`config.mk`:
```
export PLATFORM = sky130hd
export DESIGN_NAME = pong_score_keeper_flat
export DESIGN_NICKNAME = d
export VERILOG_FILES = /design/src/rtl/pong_score_keeper_if.sv /design/src/rtl/pong_score_keeper.sv /design/src/flat_wrapper.sv
export SDC_FILE = /design/constraint.sdc
export NUM_CORES = 1
export LEC_CHECK = 0
export CORE_MARGIN = 3
export CORE_UTILIZATION = 40
export CTS_CLUSTER_SIZE = 24
export DETAILED_ROUTE_END_ITERATION = 7
export GPL_ROUTABILITY_DRIVEN = 0
export SYNTH_ARGS = -nofsm -noshare
export SYNTH_HDL_FRONTEND = slang
export SYNTH_SLANG_ARGS = --single-unit
export TNS_END_PERCENT = 50
```
`constraint.sdc`:
```
create_clock -name clk -period 2.3 [get_ports clk]
set_clock_uncertainty 0.1 [all_clocks]
set_input_delay 0.575 -clock clk [delete_from_list [all_inputs] [get_ports clk]]
set_output_delay 0.575 -clock clk [all_outputs]
set_load 0.03 [all_outputs]
```
`src/rtl/pong_score_keeper_if.sv`:
```
// pong_score_keeper_if: ball position, restart and score/display bundle between GameLogic and the score keeper
interface pong_score_keeper_if;
  logic [9:0] ball_x;
  logic       new_game;
  logic       serve_req;
  logic       serve_dir;
  logic [7:0] score_left;
  logic [7:0] score_right;
  logic       game_over;
  logic       winner;
  logic [6:0] hex_l1;
  logic [6:0] hex_l0;
  logic [6:0] hex_r1;
  logic [6:0] hex_r0;
  modport master (
    output ball_x, new_game,
    input  serve_req, serve_dir, score_left, score_right, game_over, winner,
           hex_l1, hex_l0, hex_r1, hex_r0
  );
  modport slave (
    input  ball_x, new_game,
    output serve_req, serve_dir, score_left, score_right, game_over, winner,
           hex_l1, hex_l0, hex_r1, hex_r0
  );
endinterface

```
`src/rtl/pong_score_keeper.sv`:
```
// pong_score_keeper: goal detection, BCD scoring, serve sequencing and seven-segment display for pong
module pong_score_keeper #(
  parameter int GOAL_L      = 4,
  parameter int GOAL_R      = 628,
  parameter int WIN_SCORE   = 11,
  parameter int SERVE_DELAY = 50000000
) (
  input logic clk,
  input logic rst_n,
  pong_score_keeper_if.slave bus
);
  localparam int CW = SERVE_DELAY > 1 ? $clog2(SERVE_DELAY) : 1;
  localparam logic [CW-1:0] LAST = CW'(SERVE_DELAY - 1);
  localparam logic [7:0] WIN_BCD = {4'(WIN_SCORE / 10), 4'(WIN_SCORE % 10)};
  typedef enum logic [1:0] {WAIT, SERVE, PLAY, OVER} state_t;
  state_t state, state_d;
  logic [CW-1:0] cnt, cnt_d;
  logic [7:0] sl, sl_d, sr, sr_d, sl_inc, sr_inc;
  logic dir, dir_d, win, win_d, zl_q, zr_q, in_l, in_r, goal_l, goal_r, sreq;
  logic [6:0] hl1, hl0, hr1, hr0;
  function automatic logic [7:0] bcd_inc(input logic [7:0] x);
    return x == 8'h99 ? x : x[3:0] == 4'd9 ? {x[7:4] + 4'd1, 4'd0} : {x[7:4], x[3:0] + 4'd1};
  endfunction
  function automatic logic [6:0] seg7(input logic [3:0] d);
    case (d)
      4'd0: return 7'b1000000;
      4'd1: return 7'b1111001;
      4'd2: return 7'b0100100;
      4'd3: return 7'b0110000;
      4'd4: return 7'b0011001;
      4'd5: return 7'b0010010;
      4'd6: return 7'b0000010;
      4'd7: return 7'b1111000;
      4'd8: return 7'b0000000;
      4'd9: return 7'b0010000;
      default: return 7'b1111111;
    endcase
  endfunction
  assign in_l   = bus.ball_x <= 10'(GOAL_L);
  assign in_r   = bus.ball_x >= 10'(GOAL_R);
  assign goal_l = in_l & ~zl_q;
  assign goal_r = in_r & ~zr_q;
  assign sl_inc = bcd_inc(sl);
  assign sr_inc = bcd_inc(sr);
  always_comb begin
    state_d = state;
    cnt_d   = cnt;
    sl_d    = sl;
    sr_d    = sr;
    dir_d   = dir;
    win_d   = win;
    if (bus.new_game) begin
      state_d = WAIT;
      cnt_d   = '0;
      sl_d    = '0;
      sr_d    = '0;
      dir_d   = 1'b0;
      win_d   = 1'b0;
    end else begin
      case (state)
        WAIT: begin
          cnt_d   = cnt == LAST ? '0 : cnt + 1'b1;
          state_d = cnt == LAST ? SERVE : WAIT;
        end
        SERVE: state_d = PLAY;
        PLAY: begin
          if (goal_l) begin
            sr_d    = sr_inc;
            dir_d   = 1'b0;
            state_d = sr_inc == WIN_BCD ? OVER : WAIT;
            win_d   = sr_inc == WIN_BCD ? 1'b1 : win;
          end else if (goal_r) begin
            sl_d    = sl_inc;
            dir_d   = 1'b1;
            state_d = sl_inc == WIN_BCD ? OVER : WAIT;
            win_d   = sl_inc == WIN_BCD ? 1'b0 : win;
          end
        end
        default: ;
      endcase
    end
  end
  always_ff @(posedge clk) begin
    zl_q <= in_l;
    zr_q <= in_r;
    if (!rst_n) begin
      state <= WAIT;
      cnt   <= '0;
      sl    <= '0;
      sr    <= '0;
      dir   <= 1'b0;
      win   <= 1'b0;
      sreq  <= 1'b0;
      hl1   <= 7'b1111111;
      hl0   <= 7'b1000000;
      hr1   <= 7'b1111111;
      hr0   <= 7'b1000000;
    end else begin
      state <= state_d;
      cnt   <= cnt_d;
      sl    <= sl_d;
      sr    <= sr_d;
      dir   <= dir_d;
      win   <= win_d;
      sreq  <= state == SERVE && !bus.new_game;
      hl1   <= sl[7:4] == 4'd0 ? 7'b1111111 : seg7(sl[7:4]);
      hl0   <= seg7(sl[3:0]);
      hr1   <= sr[7:4] == 4'd0 ? 7'b1111111 : seg7(sr[7:4]);
      hr0   <= seg7(sr[3:0]);
    end
  end
  assign bus.serve_req   = sreq;
  assign bus.serve_dir   = dir;
  assign bus.score_left  = sl;
  assign bus.score_right = sr;
  assign bus.game_over   = state == OVER;
  assign bus.winner      = win;
  assign bus.hex_l1      = hl1;
  assign bus.hex_l0      = hl0;
  assign bus.hex_r1      = hr1;
  assign bus.hex_r0      = hr0;
endmodule

```
`src/flat_wrapper.sv`:
```
// flat-port wrapper written by rule: the top's interface ports become plain ports
module pong_score_keeper_flat 
#(
  parameter int GOAL_L      = 4,
  parameter int GOAL_R      = 628,
  parameter int WIN_SCORE   = 11,
  parameter int SERVE_DELAY = 50000000
)
  (clk, rst_n, bus_ball_x, bus_new_game, bus_serve_req, bus_serve_dir, bus_score_left, bus_score_right, bus_game_over, bus_winner, bus_hex_l1, bus_hex_l0, bus_hex_r1, bus_hex_r0);
  pong_score_keeper_if bus_i ();
  input logic clk;
  input logic rst_n;
  input wire logic [$bits(bus_i.ball_x)-1:0] bus_ball_x;
  input wire logic [$bits(bus_i.new_game)-1:0] bus_new_game;
  output wire logic [$bits(bus_i.serve_req)-1:0] bus_serve_req;
  output wire logic [$bits(bus_i.serve_dir)-1:0] bus_serve_dir;
  output wire logic [$bits(bus_i.score_left)-1:0] bus_score_left;
  output wire logic [$bits(bus_i.score_right)-1:0] bus_score_right;
  output wire logic [$bits(bus_i.game_over)-1:0] bus_game_over;
  output wire logic [$bits(bus_i.winner)-1:0] bus_winner;
  output wire logic [$bits(bus_i.hex_l1)-1:0] bus_hex_l1;
  output wire logic [$bits(bus_i.hex_l0)-1:0] bus_hex_l0;
  output wire logic [$bits(bus_i.hex_r1)-1:0] bus_hex_r1;
  output wire logic [$bits(bus_i.hex_r0)-1:0] bus_hex_r0;
  assign bus_i.ball_x = bus_ball_x;
  assign bus_i.new_game = bus_new_game;
  assign bus_serve_req = bus_i.serve_req;
  assign bus_serve_dir = bus_i.serve_dir;
  assign bus_score_left = bus_i.score_left;
  assign bus_score_right = bus_i.score_right;
  assign bus_game_over = bus_i.game_over;
  assign bus_winner = bus_i.winner;
  assign bus_hex_l1 = bus_i.hex_l1;
  assign bus_hex_l0 = bus_i.hex_l0;
  assign bus_hex_r1 = bus_i.hex_r1;
  assign bus_hex_r0 = bus_i.hex_r0;
  pong_score_keeper #(.GOAL_L(GOAL_L), .GOAL_R(GOAL_R), .WIN_SCORE(WIN_SCORE), .SERVE_DELAY(SERVE_DELAY)) u_core (.clk(clk), .rst_n(rst_n), .bus(bus_i));
endmodule
```
==> results.cfg, run 1 <==
; implementation run metrics
[worst_setup_path]
critical_path_class = flip-flop to primary output
cp_top_family = buffers and inverters
ff2ff_path_depth = 7
crit_end = bus_score_left[2]
start_kind = flip-flop
crit_chain = clkdlybuf4s50_1
cp_num_cells = 1
r2r_slack_ns = 0.10

[clocking]
cts_tree = built
htreeDepth = 3
cts-resized-gates = 2
cts_hold_buf = 0

[timing]
clock.fmax_mhz = 452
rsz0062_at_grt = no
maxSlewHeadroom = 0.659
timing.final.hold_violations = 0
maxSlewViolCount = 0

[floorplan]
pin_count = 61
die_w_um = 104
dieArea_um2 = 10900

[grt]
use_met2 = 0.251
track_usage = 0.160
grt_pass1_vias = 3146

[placement]
dpl_cell_area_um2 = 4830
portBuffers = 60

[layout]
largest_reg_flops = 26
buffers = 98
antennaDiodeCount = 0
nonClkBufAreaFrac = 0.175
clkCellAreaFrac = 0.0442
fin_area_um2 = 5070
seq_area_frac = 0.305
logic_gate_count = 333

[logic_synthesis]
seq_area_frac_synth = 0.398
synth_top_cell_by_area = dfxtp_1
postSynthAreaPerCell_um2 = 8.59

[power]
top_power_group = sequential cells
leakage_nw = 1.97
p_comb_uw = 61.6

[hold_path]
worstHoldStart = u_core.bus.serve_dir
hold_end = u_core.bus.serve_dir

[routing]
vias = 3369
avgViaCountPerCell = 5.01

[outcome]
status = completed
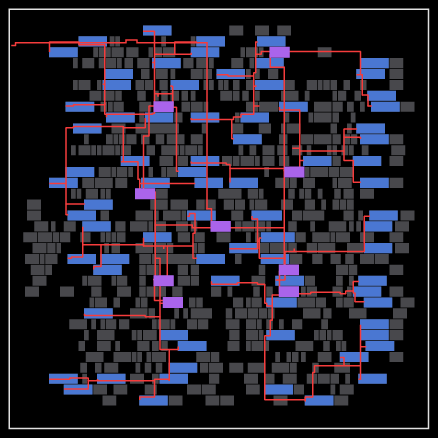
Figure 1: run 1, clock distribution.
Drawn at 4 px/um.
[purple] cells driving clock nets | count: 9
[red] clock wires | length: 1050 um
[blue] flip-flops | count: 77
routed clock nets: 10
flops lie: spread over the die
clk latency late pin: 0.35 ns
Clk. pwr: 1.16 mW
clock group share of total power: 0.454

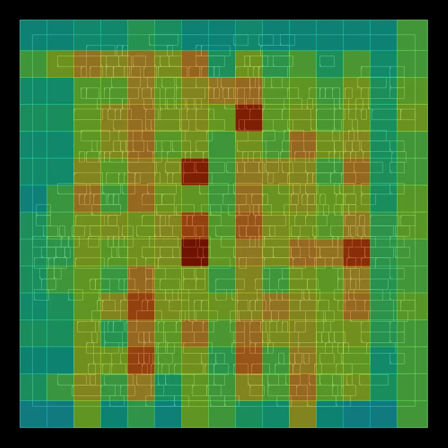
Figure 2: run 1, routing congestion.
routing usage on met3: 0.0273
Util after Layout: 0.544
GR Util met1: 0.215

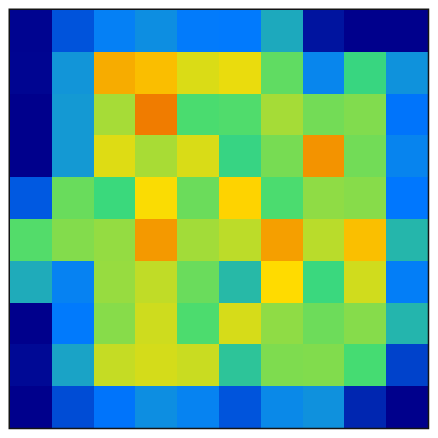
Figure 3: run 1, cell density map.
Drawn at 4 px/um. The die is cut into 10 by 10 equal tiles; dark blue is low, red is high, 0 to 100% covered.
densest ninth of the die: middle
nearly empty tiles: 10%
tiles over 75% full: 9.0%
fullest tile: 86%
mean over tiles: 45%
core footprint: 9330 um^2
Initial Util: 0.415

Figure 4. Wires at chosen ports, followed through buffers (run 1).
Drawn at 3 px/um.
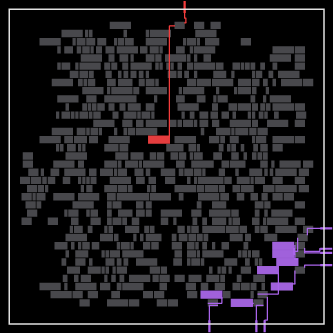

==> run 2, diff against run 1 <==
--- a/config.mk
+++ b/config.mk
@@ -6,7 +6,7 @@
 export NUM_CORES = 1
 export LEC_CHECK = 0
 export CORE_MARGIN = 3
-export CORE_UTILIZATION = 40
+export CORE_UTILIZATION = 38
 export CTS_CLUSTER_SIZE = 24
 export DETAILED_ROUTE_END_ITERATION = 7
 export GPL_ROUTABILITY_DRIVEN = 0
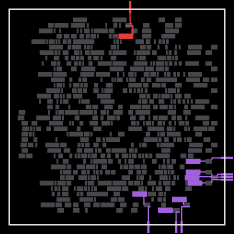
Figure 5: run 2, wires at chosen ports, followed through buffers.
Drawn at 2 px/um.
| color | port | bits | direction | end cells | buffers | wire |
|---|---|---|---|---|---|---|
| red | `bus_serve_req` | 1 | output | 1 | 1 | 15.6 um |
| purple | `bus_hex_r0` | 7 | output | 7 | 7 | 78.4 um |
I/O pin total: 61
port buffer count: 60

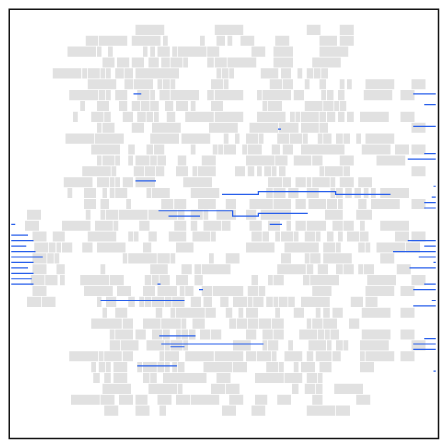
Figure 6: run 2, metal 3.
Drawn at 4 px/um.
wire length on this layer: 305 um
nets with wire on the layer: 43
share of all routed wire: 3.6%
longest straight run: 25.3 um
Post-Route WL: 8520 um
vias: 3331
routing usage on met3: 0.0235

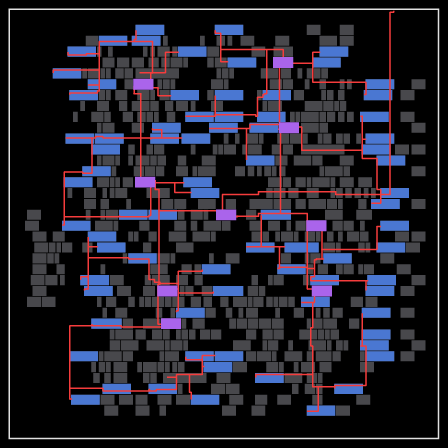
Figure 7: run 2, clock distribution.
Drawn at 4 px/um.
[blue] flip-flops | count: 77
[red] clock wires | length: 1020 um
[purple] cells driving clock nets | count: 9
routed clock nets: 10
flops lie: spread over the die
Clk. pwr: 1.25 mW
clock group share of total power: 0.473

==> run 2 against run 1 <==
  * Hold slack got worse by 0.016 ns
  * Sequential power about the same
  * Worst setup slack improved by 0.0016 ns
  * Final cell count increased by 0.89%
  * Critical path type unchanged
==> results.cfg, run 2 <==
; implementation run metrics
[placement]
dpl_cell_area_um2 = 4850

[grt]
grt.met1_usage = 0.205
use_met2 = 0.254
grt_pass1_vias = 3219
track_usage = 0.156

[hold_path]
worstHoldStart = u_core.bus.serve_dir
hold_end = u_core.bus.serve_dir

[worst_setup_path]
cp_top_family = buffers and inverters
start_kind = flip-flop
worstPathArrival_ns = 1.53
path_max_fanout = 7
cp_num_cells = 1
crit_end = bus_score_left[3]
ff2ff_path_depth = 7
critical_path_class = flip-flop to primary output
crit_chain = clkdlybuf4s50_1

[floorplan]
die_w_um = 107
fp.coreArea_um2 = 9860
fp_util = 0.393

[clocking]
cts_setup_buffers = 0
cts-resized-gates = 5
cts_tree = built
htreeDepth = 3
cts_hold_buf = 0
worst_skew_pair.late_latency_ns = 0.35

[logic_synthesis]
postSynthAreaPerCell_um2 = 8.59
synthCells = 451
seq_area_frac_synth = 0.398

[timing]
timing.final.hold_violations = 0
maxSlewViolCount = 0
rsz0062_at_grt = yes
clock.fmax_mhz = 453

[layout]
finalCoreUtilization = 0.517
logic_gate_count = 333
nonClkBufAreaFrac = 0.176
largest_reg_flops = 26
seq_area_frac = 0.304
fin_area_um2 = 5100

[outcome]
status = completed

[power]
max-vdd-ir-drop_v = 0.000294
top_power_group = sequential cells
power_frac_comb = 0.024
p_comb_uw = 62.8

[routing]
wl_met1_um = 4150

[run]
warnings = 46
Power and IR drop assume default switching activity.
